==> run_1/m3.png <==
Bar = 20 um.
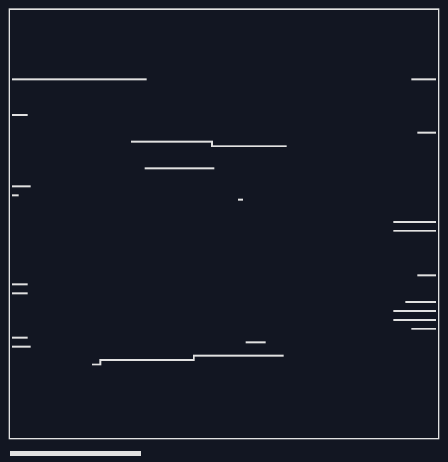
==> run_1/port_trees.png <==
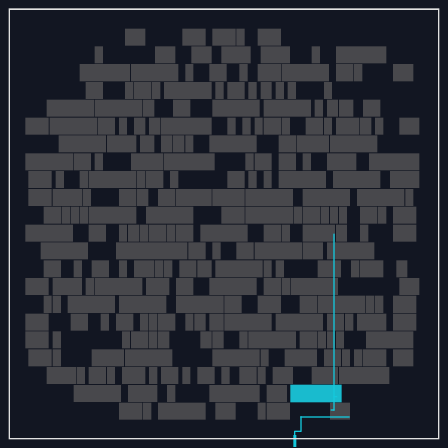
==> run_1/class_map.png <==
Fill, decap, tap and diode cells in gray.
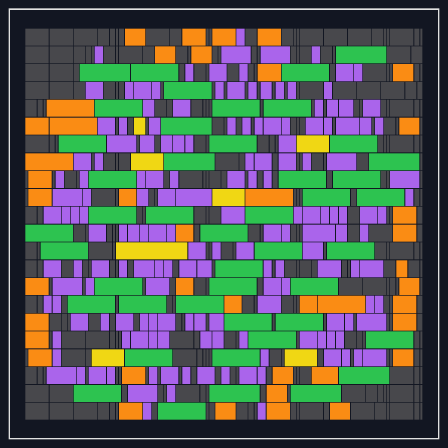
==> config.mk <==
export PLATFORM = sky130hd
export DESIGN_NAME = brent_kung_sub_pipe_flat
export DESIGN_NICKNAME = d
export VERILOG_FILES = /design/src/rtl/brent_kung_sub_pipe_if.sv /design/src/rtl/brent_kung_sub_pipe.sv /design/src/flat_wrapper.sv
export SDC_FILE = /design/constraint.sdc
export NUM_CORES = 1
export LEC_CHECK = 0
export CAP_MARGIN = 20
export CORE_MARGIN = 2
export CORE_UTILIZATION = 52
export DETAILED_ROUTE_END_ITERATION = 16
export GPL_ROUTABILITY_DRIVEN = 0
export GPL_TIMING_DRIVEN = 1
export PLACE_DENSITY = 0.78
export SETUP_SLACK_MARGIN = 0.05
export SLEW_MARGIN = 15
export SYNTH_ARGS = -nofsm -noshare
export SYNTH_HDL_FRONTEND = slang
export SYNTH_SLANG_ARGS = --single-unit
==> constraint.sdc <==
create_clock -name clk -period 1.3 [get_ports clk]
set_input_delay 0.26 -clock clk [delete_from_list [all_inputs] [get_ports clk]]
set_output_delay 0.26 -clock clk [all_outputs]
set_load 0.005 [all_outputs]
==> src/rtl/brent_kung_sub_pipe_if.sv <==
// Valid/ready stream bundle for brent_kung_sub_pipe: operand pair in, {borrow, difference} out.
// The ovf wire exists only when SUB_OVF_EN is defined.
interface brent_kung_sub_pipe_if #(
  parameter int WIDTH = 8
);
  logic             in_valid;
  logic             in_ready;
  logic [WIDTH-1:0] a;
  logic [WIDTH-1:0] b;
  logic             out_valid;
  logic             out_ready;
  logic [WIDTH:0]   d;
`ifdef SUB_OVF_EN
  logic             ovf;
`endif

  modport master (
    output in_valid,
    output a,
    output b,
    output out_ready,
    input  in_ready,
    input  out_valid,
    input  d
`ifdef SUB_OVF_EN
    , input ovf
`endif
  );

  modport slave (
    input  in_valid,
    input  a,
    input  b,
    input  out_ready,
    output in_ready,
    output out_valid,
    output d
`ifdef SUB_OVF_EN
    , output ovf
`endif
  );
endinterface

==> src/rtl/brent_kung_sub_pipe.sv <==
// Three-stage Brent-Kung prefix subtractor, d = {borrow, a - b}, computed as a + ~b + 1.
// Optional feature macro SUB_OVF_EN adds a signed-overflow flag pipelined alongside d.
module brent_kung_sub_pipe #(
  parameter int WIDTH = 8
) (
  input  logic                clk,
  input  logic                rst_n,
  brent_kung_sub_pipe_if.slave bus
);
  localparam int LOG_W = $clog2(WIDTH);

  logic adv;

  // Stage 1: per-bit generate/propagate
  logic [WIDTH-1:0] g_next;
  logic [WIDTH-1:0] gp_next;
  logic [WIDTH-1:0] p_next;
  logic             v1_reg;
  logic [WIDTH-1:0] g1_reg;
  logic [WIDTH-1:0] gp1_reg;
  logic [WIDTH-1:0] p1_reg;

  // Stage 2: up-sweep results
  logic             v2_reg;
  logic [WIDTH-1:0] g2_reg;
  logic [WIDTH-1:0] gp2_reg;
  logic [WIDTH-1:0] p2_reg;

  // Stage 3: sum and borrow
  logic             v3_reg;
  logic [WIDTH-1:0] pre_g;
  logic [WIDTH-1:0] carry;
  logic [WIDTH:0]   d_next;
  logic [WIDTH:0]   d_reg;

`ifdef SUB_OVF_EN
  logic a_msb1_reg;
  logic b_msb1_reg;
  logic a_msb2_reg;
  logic b_msb2_reg;
  logic ovf_next;
  logic ovf_reg;
`endif

  assign adv           = ~v3_reg | bus.out_ready;
  assign bus.in_ready  = adv;
  assign bus.out_valid = v3_reg;
  assign bus.d         = d_reg;

  genvar gi, gj;

  generate
    for (gi = 0; gi < WIDTH; gi++) begin : g_bit
      assign p_next[gi] = bus.a[gi] ^ ~bus.b[gi];
      if (gi == 0) begin : g_cin
        // The fixed carry-in of 1 is folded into bit 0, so the tree needs no separate cin term.
        assign g_next[gi]  = (bus.a[gi] & ~bus.b[gi]) | (bus.a[gi] ^ ~bus.b[gi]);
        assign gp_next[gi] = 1'b0;
      end else begin : g_plain
        assign g_next[gi]  = bus.a[gi] & ~bus.b[gi];
        assign gp_next[gi] = bus.a[gi] ^ ~bus.b[gi];
      end
    end
  endgenerate

  // Up-sweep: after level gi, node j with (j+1) divisible by 2^gi spans 2^gi bits.
  generate
    for (gi = 0; gi <= LOG_W; gi++) begin : up
      logic [WIDTH-1:0] g;
      logic [WIDTH-1:0] p;
      if (gi == 0) begin : g_base
        assign g = g1_reg;
        assign p = gp1_reg;
      end else begin : g_lvl
        for (gj = 0; gj < WIDTH; gj++) begin : node
          if (((gj + 1) % (1 << gi)) == 0) begin : g_comb
            assign g[gj] = up[gi-1].g[gj] | (up[gi-1].p[gj] & up[gi-1].g[gj - (1 << (gi - 1))]);
            assign p[gj] = up[gi-1].p[gj] & up[gi-1].p[gj - (1 << (gi - 1))];
          end else begin : g_pass
            assign g[gj] = up[gi-1].g[gj];
            assign p[gj] = up[gi-1].p[gj];
          end
        end
      end
    end
  endgenerate

  // Down-sweep: step gi fills the nodes halfway between the prefixes known at level LOG_W-gi.
  generate
    for (gi = 0; gi < LOG_W; gi++) begin : dn
      logic [WIDTH-1:0] g;
      if (gi == 0) begin : g_base
        assign g = g2_reg;
      end else begin : g_lvl
        localparam int FULL = 1 << (LOG_W - gi);
        localparam int HALF = FULL / 2;
        for (gj = 0; gj < WIDTH; gj++) begin : node
          if ((gj >= FULL) && (((gj + 1) % FULL) == HALF)) begin : g_comb
            assign g[gj] = dn[gi-1].g[gj] | (gp2_reg[gj] & dn[gi-1].g[gj - HALF]);
          end else begin : g_pass
            assign g[gj] = dn[gi-1].g[gj];
          end
        end
      end
    end
  endgenerate

  assign pre_g  = dn[LOG_W-1].g;
  assign carry  = {pre_g[WIDTH-2:0], 1'b1};
  assign d_next = {~pre_g[WIDTH-1], p2_reg ^ carry};

  // Group-propagate bits that no down-sweep node reads are gathered here to keep the sweep regular.
  logic unused_gp;
  assign unused_gp = ^gp2_reg;

`ifdef SUB_OVF_EN
  assign ovf_next = (a_msb2_reg ^ b_msb2_reg) & (a_msb2_reg ^ d_next[WIDTH-1]);
  assign bus.ovf  = ovf_reg;
`endif

  always_ff @(posedge clk) begin
    if (!rst_n) begin
      v1_reg     <= 1'b0;
      g1_reg     <= '0;
      gp1_reg    <= '0;
      p1_reg     <= '0;
      v2_reg     <= 1'b0;
      g2_reg     <= '0;
      gp2_reg    <= '0;
      p2_reg     <= '0;
      v3_reg     <= 1'b0;
      d_reg      <= '0;
`ifdef SUB_OVF_EN
      a_msb1_reg <= 1'b0;
      b_msb1_reg <= 1'b0;
      a_msb2_reg <= 1'b0;
      b_msb2_reg <= 1'b0;
      ovf_reg    <= 1'b0;
`endif
    end else if (adv) begin
      // Whole pipe shifts together; bubbles travel as cleared valid bits.
      v1_reg     <= bus.in_valid;
      g1_reg     <= g_next;
      gp1_reg    <= gp_next;
      p1_reg     <= p_next;
      v2_reg     <= v1_reg;
      g2_reg     <= up[LOG_W].g;
      gp2_reg    <= up[LOG_W].p;
      p2_reg     <= p1_reg;
      v3_reg     <= v2_reg;
      d_reg      <= d_next;
`ifdef SUB_OVF_EN
      a_msb1_reg <= bus.a[WIDTH-1];
      b_msb1_reg <= bus.b[WIDTH-1];
      a_msb2_reg <= a_msb1_reg;
      b_msb2_reg <= b_msb1_reg;
      ovf_reg    <= ovf_next;
`endif
    end
  end
endmodule

==> src/flat_wrapper.sv <==
// flat-port wrapper written by rule: the top's interface ports become plain ports
module brent_kung_sub_pipe_flat 
#(
  parameter int WIDTH = 8
)
  (clk, rst_n, bus_in_valid, bus_a, bus_b, bus_out_ready, bus_in_ready, bus_out_valid, bus_d);
  brent_kung_sub_pipe_if #(.WIDTH(WIDTH)) bus_i ();
  input  logic clk;
  input  logic rst_n;
  input wire logic [$bits(bus_i.in_valid)-1:0] bus_in_valid;
  input wire logic [$bits(bus_i.a)-1:0] bus_a;
  input wire logic [$bits(bus_i.b)-1:0] bus_b;
  input wire logic [$bits(bus_i.out_ready)-1:0] bus_out_ready;
  output wire logic [$bits(bus_i.in_ready)-1:0] bus_in_ready;
  output wire logic [$bits(bus_i.out_valid)-1:0] bus_out_valid;
  output wire logic [$bits(bus_i.d)-1:0] bus_d;
  assign bus_i.in_valid = bus_in_valid;
  assign bus_i.a = bus_a;
  assign bus_i.b = bus_b;
  assign bus_i.out_ready = bus_out_ready;
  assign bus_in_ready = bus_i.in_ready;
  assign bus_out_valid = bus_i.out_valid;
  assign bus_d = bus_i.d;
  brent_kung_sub_pipe #(.WIDTH(WIDTH)) u_core (.clk(clk), .rst_n(rst_n), .bus(bus_i));
endmodule
==> writeup.txt, run 1 <==
Internal power comes to 2.22 mW. The sequential share of the synthesized area is 0.461, and the met2 wirelength from detailed routing is 1.75 mm. The met2 track demand over resource is 0.334. The most critical setup path has its startpoint at u_core.bus.out_valid. The worst setup path is of the reg -> out kind.

Per the CTS log, the maximum H-tree level is 2. Setup repair after global routing could not meet its margin everywhere. Post-DP HPWL: 2.48 mm. The final critical-path required period works out to 1.21 ns.

Leaving out fill and tap cells, the most frequent cells in the layout are nand2_1, dfxtp_1, a21boi_1. The reported leakage power is 1.12 nW. The flip-flop count of the largest register, all copies and words added was 9. Transition time of the tightest slew-check pin: 0.270 ns. The number of vias per cell after detailed routing is 5.06. Counting flops and latches in the post-synthesis netlist gives 45.

The sequential power share is 0.531, and the area fraction in mux cells is 0. For the worst reg-to-reg path, the endpoint reported by OpenROAD is u_core.bus.d[7]. With the buffering stage count on the worst path with inverters included at 2, the synthesis-to-layout area growth is 25.8%. Total routed wire length on the met1 layer: 1.59 mm.

With the clock insertion delay at the later pin of the skew report at 0.30 ns, the synthesized net count is 254. The chip area line in the Yosys stat output reads 1960 sq um. Per the detail_route report, DRC violations left total 0.

The switching power share of the total was 0.223. The routed design shows a wire length per standard cell of 11.6 um. Average cell area after synthesis: 8.77 sq um.

For the count of clock tree sinks, the log shows 45. The highest metal layer carrying signal wires in the routed design is met4. Area share of the largest cell type after synthesis: 0.461. The run finished with clean final reports. Family with the most delay on the worst path: flip-flops.

The logs give 0 for the number of buffers inserted for hold repair after clock tree synthesis and 22 for the count of cells resized by post-cts repair. Yosys shows that the main logic family after synthesis is AND-OR/OR-AND gates. The logs give 305 for the non-filler instance count after layout and 76 for the initial DRC count. TritonCTS built the clock tree. The area taken by multi-input combinational cells is reported as 922 sq um. After synthesis the cells add up to 1960 sq um. With the Yosys warning count at 0, the largest fanout on the critical path is 2. The number of antenna violations at the first check in global routing was 0. Library cell contributing the largest single delay on the critical path: dfxtp_2. The number of setup violations in the final report is 0.

Entering global routing, the biggest net connects 38 pins. The number of search-and-repair iterations in the first detailed-routing pass came out at 4. Placement-stage worst setup slack: -0.360 ns. For the number of cells in the yosys synthesis report, the log shows 223. CTS reports a maximum clock tree buffer depth of 2. According to the floorplan report, the total die area is 4270 sq um. The detail route stage leaves a number of antenna-violating nets equal to 0. The horizontal die dimension is 65.3 um, and the arithmetic-cell share of the synthesized area counting full adders, half adders and majority gates is 0.0704. For this run, the script counts the antenna cells in the layout as 0. The clock network power share is 0.353. Final hold analysis gives a worst-case slack of 0.445 ns. The routed design uses 143 um of met3 wire.

The type of the tightest min-delay check is reg -> reg. The run gives 0.10 ns as the internal reg-to-reg setup slack. OpenROAD emitted warnings numbering 28.

Clock-pin slew was measured on the worst setup and hold paths at 0.08 ns. In the post-route analysis, the smallest setup slack over all paths is 0.0869 ns. The number of instances on the worst hold path was 2.

The startpoint identified for the worst register-to-register timing path is u_core.gp2_reg[5]. Dividing total power by cell area gives a power density of 1160 nW/um^2. The cell accounting for the most synthesized area was dfxtp_1. Global routing put the most usage on met2. The required time at the worst-slack endpoint is 1.04 ns.

The run gives 0.00773 ns for the maximum clock skew at final layout. The xor/xnor share of the synthesized area was 0.00448. For reference, the critical path is captured by bus_in_ready.

The first global-routing pass estimated 6.11 mm of wire. Logic depth along the worst register-to-register path is recorded as 5. The highest cell delay on the worst timing path came out at 0.34 ns. The met1 usage in global routing is 0.208, and the arrival time of the worst setup path is 0.95 ns.

Global routing finished with a remaining overflow of 0. The portion of the clock cycle consumed by the worst path in the final layout is 0.933. The final timing report lists a hold violation count of 0.
Back to the opening pictures, m3.png:
The layer holds 4.1% of the routed length. 19 nets have wire on it.
met3 track demand over resource in global routing: 0.0668
total number of vias: 1543
total wire length: 3.53 mm

Back to the opening pictures, port_trees.png:
Key: cyan = bus_out_valid [bits 1, direction output, edge bottom, end cells 1, buffers 1, wire 39.0 um]
I/O pin count: 31
Buffers on Ports: 30

Back to the opening pictures, class_map.png:
Key: yellow = clock drivers and dummy loads [cells 7]; orange = remaining buffers and delay cells [cells 41]; purple = remaining logic cells [cells 164]; green = registers [cells 45]
row count: 22
Layout Cell Area excl Fill: 2460 sq um
register share of the cell area: 0.370
Placeable Area: 3630 sq um
Post-Route Utilization: 0.677

==> run 1: layout make-up <==
type	count	area share
clock buffers	5	0.0280
clock inverters	2	0.0142
inverters	9	0.0137
multi-input cells	155	0.375
flip-flops and latches	45	0.370
well taps	48	0.0244
repair buffers	41	0.175
==> run 1: cells in the mapped netlist <==
library cell and n:
a21o_1 1, buf_4 4, o21ai_0 4, o21a_1 2
inv_1 8, ha_1 11, dfxtp_1 45, a21boi_1 36
o22ai_1 1, o211a_1 7, and4_1 1, xnor2_1 1
inv_2 1, a21oi_1 5, or3_1 3, clkbuf_1 3
nand3_1 4, o21ai_1 1, nor2b_4 1, o211ai_1 1
nand2_1 76, buf_6 4, buf_2 3
==> run 1: metrics by stage <==
stage | TNS, ns | instance area [sq um] | power, mW
floorplan | 0 | 1960 | 1.72
global placement | -8.42 | 2360 | 1.89
detailed placement | -11.15 | 2360 | 1.90
CTS | -0.0128 | 2460 | 2.90
global route | 0 | 2460 | 3.01
finish | 0 | 2460 | 2.86
==> run 1: power groups by stage <==
stage               clock network, mW  registers [mW]  logic, mW
floorplan                           0            1.54      0.186
global placement                    0            1.54      0.341
detailed placement                  0            1.55      0.351
CTS                              1.04            1.52      0.338
global route                     1.10            1.53      0.379
finish                           1.01            1.52      0.333
==> run 1: how the worst min path moves through the flow <==
stage / startpoint / to
3_5_place_dp: u_core.g1_reg[7] / u_core.g1_reg[7]
4_1_cts: u_core.bus.d[2] / u_core.bus.d[2]
2_1_floorplan: bus_in_valid / u_core.v1_reg
6_report: u_core.bus.d[2] / u_core.bus.d[2]
5_1_grt: u_core.bus.d[7] / u_core.bus.d[7]
3_3_place_gp: u_core.bus.d[3] / u_core.bus.d[3]
==> run 2: changes to the inputs <==
--- a/config.mk
+++ b/config.mk
@@ -11,6 +11,7 @@
 export DETAILED_ROUTE_END_ITERATION = 16
 export GPL_ROUTABILITY_DRIVEN = 0
 export GPL_TIMING_DRIVEN = 1
+export HOLD_SLACK_MARGIN = 0.15
 export PLACE_DENSITY = 0.78
 export SETUP_SLACK_MARGIN = 0.05
 export SLEW_MARGIN = 15
==> run_2/m3.png <==
Bar = 20 um.
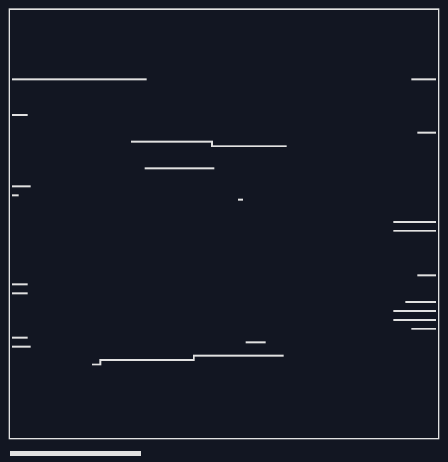
The wires run mostly horizontal. The layer holds 4.1% of the routed length. The layer carries 143 um of wire.

==> run 2 against run 1 <==
  * Register-to-register slack barely moved
  * Area after synthesis did not move
  * Die area did not move
  * Flip-flop count did not move
  * Power did not move
  * Combinational power barely moved
  * Routed wire length did not move
  * Fmax did not move
  * Clock skew did not move
  * Largest power group unchanged
==> writeup.txt, run 2 <==
The maximum vdd ir drop was 0.764 mV. The total detailed-routing wirelength is 3.53 mm (unchanged), and the number of antenna violations at the first check in global routing is 0 (unchanged). The CTS clock-pin slew for the worst setup and hold paths is 0.08 ns (about the same), and the number of buffers created by CTS is 5.

Per the cell usage report, the commonest logic cells after layout are nand2_1, dfxtp_1, a21boi_1. The run gives 0.30 ns (about the same) for the clock insertion delay at the later pin of the skew report. The headroom to the max-slew limit was 0.820; the cell area after layout was 2460 sq um (unchanged). The worst hold path belongs to the class reg -> reg. With the placement-stage worst setup slack at -0.360 ns (unchanged), the I/O pin total is 31 (unchanged).

The area share of the largest cell type after synthesis is 0.461 (unchanged), and the number of standard cells after synthesis is 223. Routed length per placed instance: 11.6 um (unchanged). The count of clock tree sinks is 45 (unchanged). The main area contributors are dfxtp_1, nand2_1, a21boi_1. The arrival time of the worst setup path is 0.95 ns (about the same). The final critical-path required period came out at 1.21 ns (unchanged). Per STA, the worst path is made up of nor2b_4 -> inv_2 -> clkbuf_2. For this run, the top clock speed supported by timing is 0.824 GHz.

The logs give 2.86 mW (unchanged) for the power consumption and 2 (unchanged) for the maximum count of clock buffers along a single path. Sequential share of the synthesized area: 0.461 (unchanged). The run gives 0.445 ns (unchanged) for the worst-case hold slack.

The average cell area after synthesis is 8.77 sq um (unchanged), and the post-DP HPWL is 2.48 mm (unchanged). With the number of vias per cell after detailed routing at 5.06 (unchanged), the final setup slack of the worst path is 0.0869 ns (unchanged). For the row count, the log shows 22 (unchanged). The run gives 1.12 nW (unchanged) as the reported leakage power. For reference, the most critical setup path is categorized as reg -> out. The most frequent cell after synthesis was nand2_1. The total track usage is 0.187, and the share of layout cells above drive strength 1 is 0.117. The synthesis report names the predominant flop master as dfxtp_1.

The run gives 0.00773 ns (unchanged) for the maximum clock skew at final layout. Sorting the synthesized cells by how often they occur yields nand2_1, dfxtp_1, a21boi_1. The number of search-and-repair iterations in the first detailed-routing pass came out at 4 (unchanged). With the maximum level of the CTS H-tree at 2 (unchanged), the area after detailed placement is 2360 sq um (unchanged).

The share of flip-flops with an asynchronous set or reset after synthesis came out at 0 (unchanged). The synthesized net count came out at 254 (unchanged). The most common logic cell in the final layout is nand2_1. The highest cell delay on the worst timing path was 0.34 ns (about the same); the number of setup violations in the final report was 0 (unchanged).

The run gives 38 (unchanged) for the largest net degree at the start of global routing. The synthesized cell area is 1960 sq um (unchanged). Portion of the clock cycle consumed by the worst path in the final layout: 0.933 (unchanged). The number of placed instances with taps included came out at 298. Largest fanout on the critical path: 2 (unchanged). In the final design database the tool counted 288 nets. The summed negative setup slack over all endpoints was 0 ns (unchanged); the area of the die was 4270 sq um (unchanged).

The number of enable flip-flop cells came out at 0 (unchanged). The tools report the root buffer selected by CTS as clkbuf_8. Setup repair after global routing could not meet its margin everywhere.

The aggregate global routing overflow is 0 (unchanged), and the non-filler instance count after layout is 305 (unchanged). The area of the core region is 3630 sq um (unchanged), and the number of global-route vias before repair is 1439. The run gives 1960 sq um (unchanged) as the yosys synthesis chip area. The tools report the required time at the worst-slack endpoint as 1.04 ns (about the same). The die height came out at 65.3 um. The flow ran to the end, and the final reports show no timing, DRC or antenna violations.

TritonCTS built the clock tree. The tools report the critical path capture point type as an output pin. The buffering stage count on the worst path with inverters included works out to 2 (unchanged). The tools report the number of nets with antenna violations after detailed routing as 0 (unchanged). The run gives 223 (unchanged) for the number of cells in the yosys synthesis report. The number of buffers inserted for hold repair after clock tree synthesis came out at 0 (unchanged). The power per standard cell area is 1160 nW/um^2 (unchanged), and the horizontal die dimension is 65.3 um (unchanged).

The run gives 6.11 mm (unchanged) for the wire length of the first global-routing pass. Tally of OpenROAD warnings: 28 (unchanged). The startpoint kind of the worst setup timing path is a flip-flop.

The run gives 0 (unchanged) as the count of unresolved DRC violations after routing. Per the run summary, max-cap violations total 0. The final hold violation count came out at 0 (unchanged). The cell accounting for the most synthesized area is dfxtp_1.

The transition time of the tightest slew-check pin is 0.270 ns (unchanged), and the final core area utilization is 0.677 (unchanged). The synthesis-stage register bit count is 45 (unchanged), and the synthesis-to-layout area growth is 25.8% (unchanged). The number of port buffers is 30 (unchanged). The library cell contributing the largest single delay on the critical path was dfxtp_2. The initial standard-cell utilization of the core is 0.538. Number of inserted diodes: 0 (unchanged).

Family with the most delay on the worst path: flip-flops. For the initial DRC count, the log shows 76 (unchanged). The flip-flop count of the largest register, all copies and words added came out at 9 (unchanged). Counting pins that exceed their max-slew limit in the final report gives 0.

The run gives 1543 (unchanged) for the via count. The synthesized netlist contains 23 unique library cells. The Yosys warning count is 0 (unchanged).
==> run_2/class_map.png <==
Fill, decap, tap and diode cells in gray.
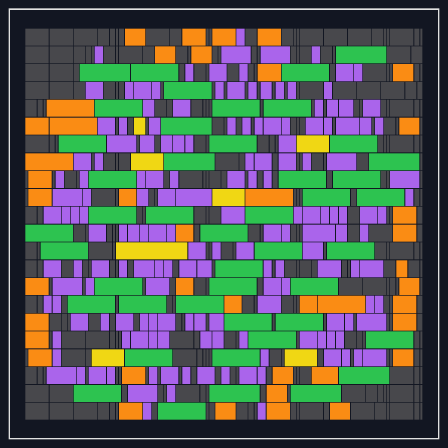
Key: green = registers [cells 45]; orange = remaining buffers and delay cells [cells 41]; purple = remaining logic cells [cells 164]; yellow = clock drivers and dummy loads [cells 7]

run 2: cell counts after synthesis:
No cell type changed its count.
run 2: final timing paths:
kind,from,end,slack [ns],depth (start not counted)
setup / recovery,u_core.bus.out_valid,bus_in_ready,0.09,3
hold reg to reg,u_core.bus.d[2],u_core.bus.d[2],0.44,2
hold / removal,u_core.bus.d[2],u_core.bus.d[2],0.44,2
setup reg to reg,u_core.gp2_reg[5],u_core.bus.d[7],0.10,5
run 2: power breakdown:
part	switching (mW)	total [mW]	internal, mW
Sequential	0.0540	1.52	1.46
Combinational	0.134	0.333	0.199
Clock	0.451	1.01	0.559
run 2: cells by family (layout without fill, tap and decap cells):
group                    after synthesis  count (layout)  synth area share
flip-flops                            45              45             0.461
adder cells (fa/ha/maj)               11              11            0.0704
buffers and inverters                 23              57            0.0691
AND/OR/NAND/NOR                       85              85             0.177
XOR/XNOR                               1               1           0.00448
AND-OR/OR-AND                         58              58             0.218
run 2: area by class of cell:
type	count	area, sq um
well taps	48	60.1
clock inverters	2	35.0
multi-input cells	155	922
clock buffers	5	68.8
fillers	317	1170
inverters	9	33.8
repair buffers	41	430
flip-flops and latches	45	911
run 2: worst register-to-register path, cell delays in order, from the launching register on:
cell and delay (ns):
dfxtp_2 0.33, a21o_1 0.18, ha_2 0.17, or3_1 0.30, nand3_1 0.07, a21boi_1 0.06
run 2: timing repair:
| item | CTS | global route |
|---|---|---|
| resized | 22 | 3 |
| endpoints found under the setup margin | 17 | 15 |
| pin swaps | 0 | 1 |
| buffers inserted | 0 | 0 |
| endpoints found under the hold margin | 0 | 0 |
run 2: layer usage:
metal	vias up	routed length, um	track usage
li1	809	-	-
met1	705	1590	0.208
met2	24	1750	0.334
met3	5	143	0.0668
met4	0	45	0.0547
met5	-	0	0
==> run 3: changes to the inputs <==
--- a/config.mk
+++ b/config.mk
@@ -6,13 +6,13 @@
 export NUM_CORES = 1
 export LEC_CHECK = 0
 export CAP_MARGIN = 20
-export CORE_MARGIN = 2
+export CORE_MARGIN = 8
 export CORE_UTILIZATION = 52
 export DETAILED_ROUTE_END_ITERATION = 16
 export GPL_ROUTABILITY_DRIVEN = 0
 export GPL_TIMING_DRIVEN = 1
 export HOLD_SLACK_MARGIN = 0.15
-export PLACE_DENSITY = 0.78
+export PLACE_DENSITY = 0.76
 export SETUP_SLACK_MARGIN = 0.05
 export SLEW_MARGIN = 15
 export SYNTH_ARGS = -nofsm -noshare
==> run_3/class_map.png <==
Fill, decap, tap and diode cells in gray.
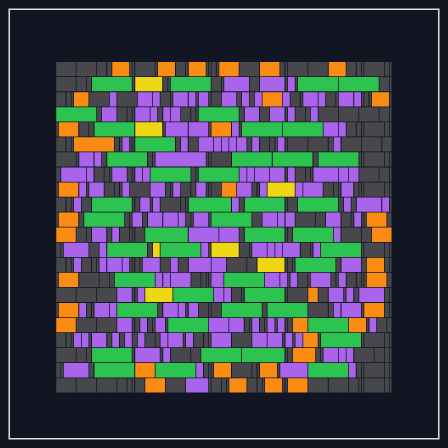
Key: yellow = clock drivers and dummy loads [cells 7]; orange = remaining buffers and delay cells [cells 36]; green = registers [cells 45]; purple = remaining logic cells [cells 164]

==> run 3 against run 2 <==
  * Final area shrank 3.1%
  * Via count shrank 2.9%
  * Sequential share of layout area grew 0.90 points
  * Area after synthesis is the same
  * Sequential power is essentially flat
  * Clock skew shrank 0.0039 ns
  * Fmax shrank 4.9%
  * Cell count shrank 1.6%
  * Clock power shrank about 20%
  * Non-clock buffer count shrank 5
  * Flip-flop count is the same
  * Die area grew 40%
==> writeup.txt, run 3 <==
The logs give 0.443 ns (-0.00154 ns) for the worst-case hold slack and 0 ns (unchanged) for the summed negative setup slack over all endpoints. The tools report the number of different library cells in the post-synthesis netlist as 23 (unchanged). The number of antenna violations at the first check in global routing is 0 (unchanged). The number of buffers inserted for hold repair after clock tree synthesis was 0 (unchanged). The library cell contributing the largest single delay on the critical path was or3_4.

For the maximum frequency from static timing analysis, the log shows 0.784 GHz (-4.9%). Highest cell delay on the worst timing path: 0.38 ns (+0.04 ns). Yosys synthesis chip area: 1960 sq um (unchanged). The flip-flop count of the largest register, all copies and words added was 9 (unchanged). For the worst reg-to-reg path, the endpoint reported by OpenROAD is u_core.bus.d[7]. The headroom to the max-slew limit is 0.792 (-0.0282), and the synthesized net count is 254 (unchanged).

The tools report the reported max-cap violation count as 0 (unchanged). The number of global-route vias before repair is 1479 (+2.8%), and the portion of the clock cycle consumed by the worst path in the final layout is 0.981 (+0.0477). The reported leakage power is 1.06 nW (-5.1%). The maximum vdd ir drop is 0.727 mV (-4.8%), and the final setup slack of the worst path is 0.0250 ns (-0.0620 ns).

The depth of the worst register-to-register path works out to 5 (unchanged). The logs give 1498 (-2.9%) for the via count and 0 (unchanged) for the number of nets with antenna violations after detailed routing. Total track usage: 0.122 (-0.0652).

The flow ran to the end, and the final reports show no timing, DRC or antenna violations. The area of the die is 5980 sq um (+40%), and the number of standard cells after synthesis is 223 (unchanged). The area of the core region came out at 3630 sq um (unchanged). The critical path capture point type is a flip-flop.

The tools report the final hold violation count as 0 (unchanged). The largest net degree at the start of global routing is 38 (unchanged), and the power per standard cell area is 1120 nW/um^2 (-3.7%). The area share of the largest cell type after synthesis came out at 0.461 (unchanged). For the total detailed-routing wirelength, the log shows 3.53 mm (about the same). Startpoint kind of the worst setup timing path: a flip-flop. The logs give 1.48 ns (+0.44 ns) for the required time at the worst-slack endpoint and 330 (+4.1%) for the filler cell count in the final layout. Power consumption: 2.67 mW (-6.6%). The run gives 1.28 ns (+0.0620 ns) for the final critical-path required period.

The worst hold path begins at u_core.bus.d[3]. The run gives 283 (-1.7%) as the layout net count. For the maximum count of clock buffers along a single path, the log shows 2 (unchanged). Per the cell usage report, the commonest logic cells after layout are nand2_1, dfxtp_1, a21boi_1. The synthesis-stage register bit count was 45 (unchanged); the average cell area after synthesis was 8.77 sq um (unchanged). Yosys warning count: 0 (unchanged).

The tools report the placement-stage worst setup slack as -0.340 ns (+0.0202 ns). The number of inserted diodes came out at 0 (unchanged). The maximum clock skew at final layout came out at 0.00380 ns (-0.00393 ns). The count of unresolved DRC violations after routing was 0 (unchanged); the tally of OpenROAD warnings was 27 (-3.6%).

The number of buffers created by CTS came out at 5 (unchanged). With the area after detailed placement at 2260 sq um (-4.0%), the count of clock tree sinks is 45 (unchanged). The most common cell in the synthesized netlist is nand2_1. The number of search-and-repair iterations in the first detailed-routing pass was 4 (unchanged). The tools report the root buffer selected by CTS as clkbuf_8. For reference, the most critical setup path is categorized as reg -> reg. The buffering stage count on the worst path with inverters included is 0 (-2). The run gives 0 (unchanged) as the aggregate global routing overflow. The timing report attributes the biggest portion of critical-path delay to simple AND/OR/NAND/NOR gates. The run gives 0.29 ns (about the same) for the clock insertion delay at the later pin of the skew report. The type of the tightest min-delay check was reg -> reg. The share of flip-flops with an asynchronous set or reset after synthesis came out at 0 (unchanged). Most numerous logic cell after layout: nand2_1.

Among all flip-flop cells after synthesis, the most frequent one is dfxtp_1. The run gives 1.46 ns (+0.51 ns) for the arrival time of the worst setup path. With the transition time of the tightest slew-check pin at 0.312 ns (+0.0422 ns), the die height is 77.3 um (+18%).

The synthesized cell area came out at 1960 sq um (unchanged).
==> run_3/m2.png <==
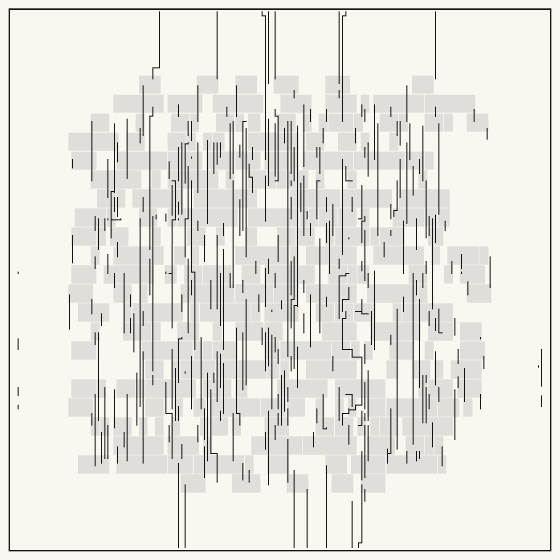
The layer carries 1660 um of wire. 218 nets have wire on it. The longest straight run is 33.7 um.

## run 3: power breakdown
group          internal [mW]  switching (mW)  total (mW)
clock network          0.422           0.418       0.839
registers               1.46          0.0521        1.51
logic                  0.185           0.132       0.317
## run 3: final cells by class
cell class              instances  area, sq um  share of cell area
repair buffers                 36          343               0.144
multi-input cells             155          958               0.402
inverters                       9         33.8              0.0142
flip-flops and latches         45          905               0.379
well taps                      48         60.1              0.0252
clock buffers                   7         86.3              0.0362
## run 3: worst max-delay path by stage
stage | start | endpoint
2_1_floorplan | u_core.gp2_reg[5] | u_core.bus.d[7]
6_report | u_core.gp2_reg[5] | u_core.bus.d[7]
5_1_grt | u_core.gp2_reg[5] | u_core.bus.d[7]
3_3_place_gp | bus_out_ready | bus_in_ready
4_1_cts | u_core.dn[0].g[3] | u_core.bus.d[7]
3_5_place_dp | bus_out_ready | bus_in_ready
## run 3: cells by family after synthesis
group,Yosys count,share of synthesized area
AND-OR/OR-AND,58,0.218
flip-flops,45,0.461
AND/OR/NAND/NOR,85,0.177
XOR/XNOR,1,0.00448
adder cells (fa/ha/maj),11,0.0704
buffers and inverters,23,0.0691
## run 3: routing by layer
layer	vias to the layer above	global-route usage	part of all wire
li1	794	-	-
met1	669	0.130	0.46
met2	30	0.212	0.47
met3	5	0.0373	0.049
met4	0	0.0623	0.016
met5	-	0	0
## run 3: repair_timing
item | in CTS | in global routing
buffers inserted | 0 | 1
pin swaps | 0 | 3
gates resized | 17 | 10
endpoints found under the setup margin | 12 | 2
## run 3: tightest hold or removal path: stages (launching register included)
cell	delay, ns
dfxtp_1	0.31
nand2_1	0.05
a21boi_1	0.04
Power is estimated from default activity; no workload was simulated.
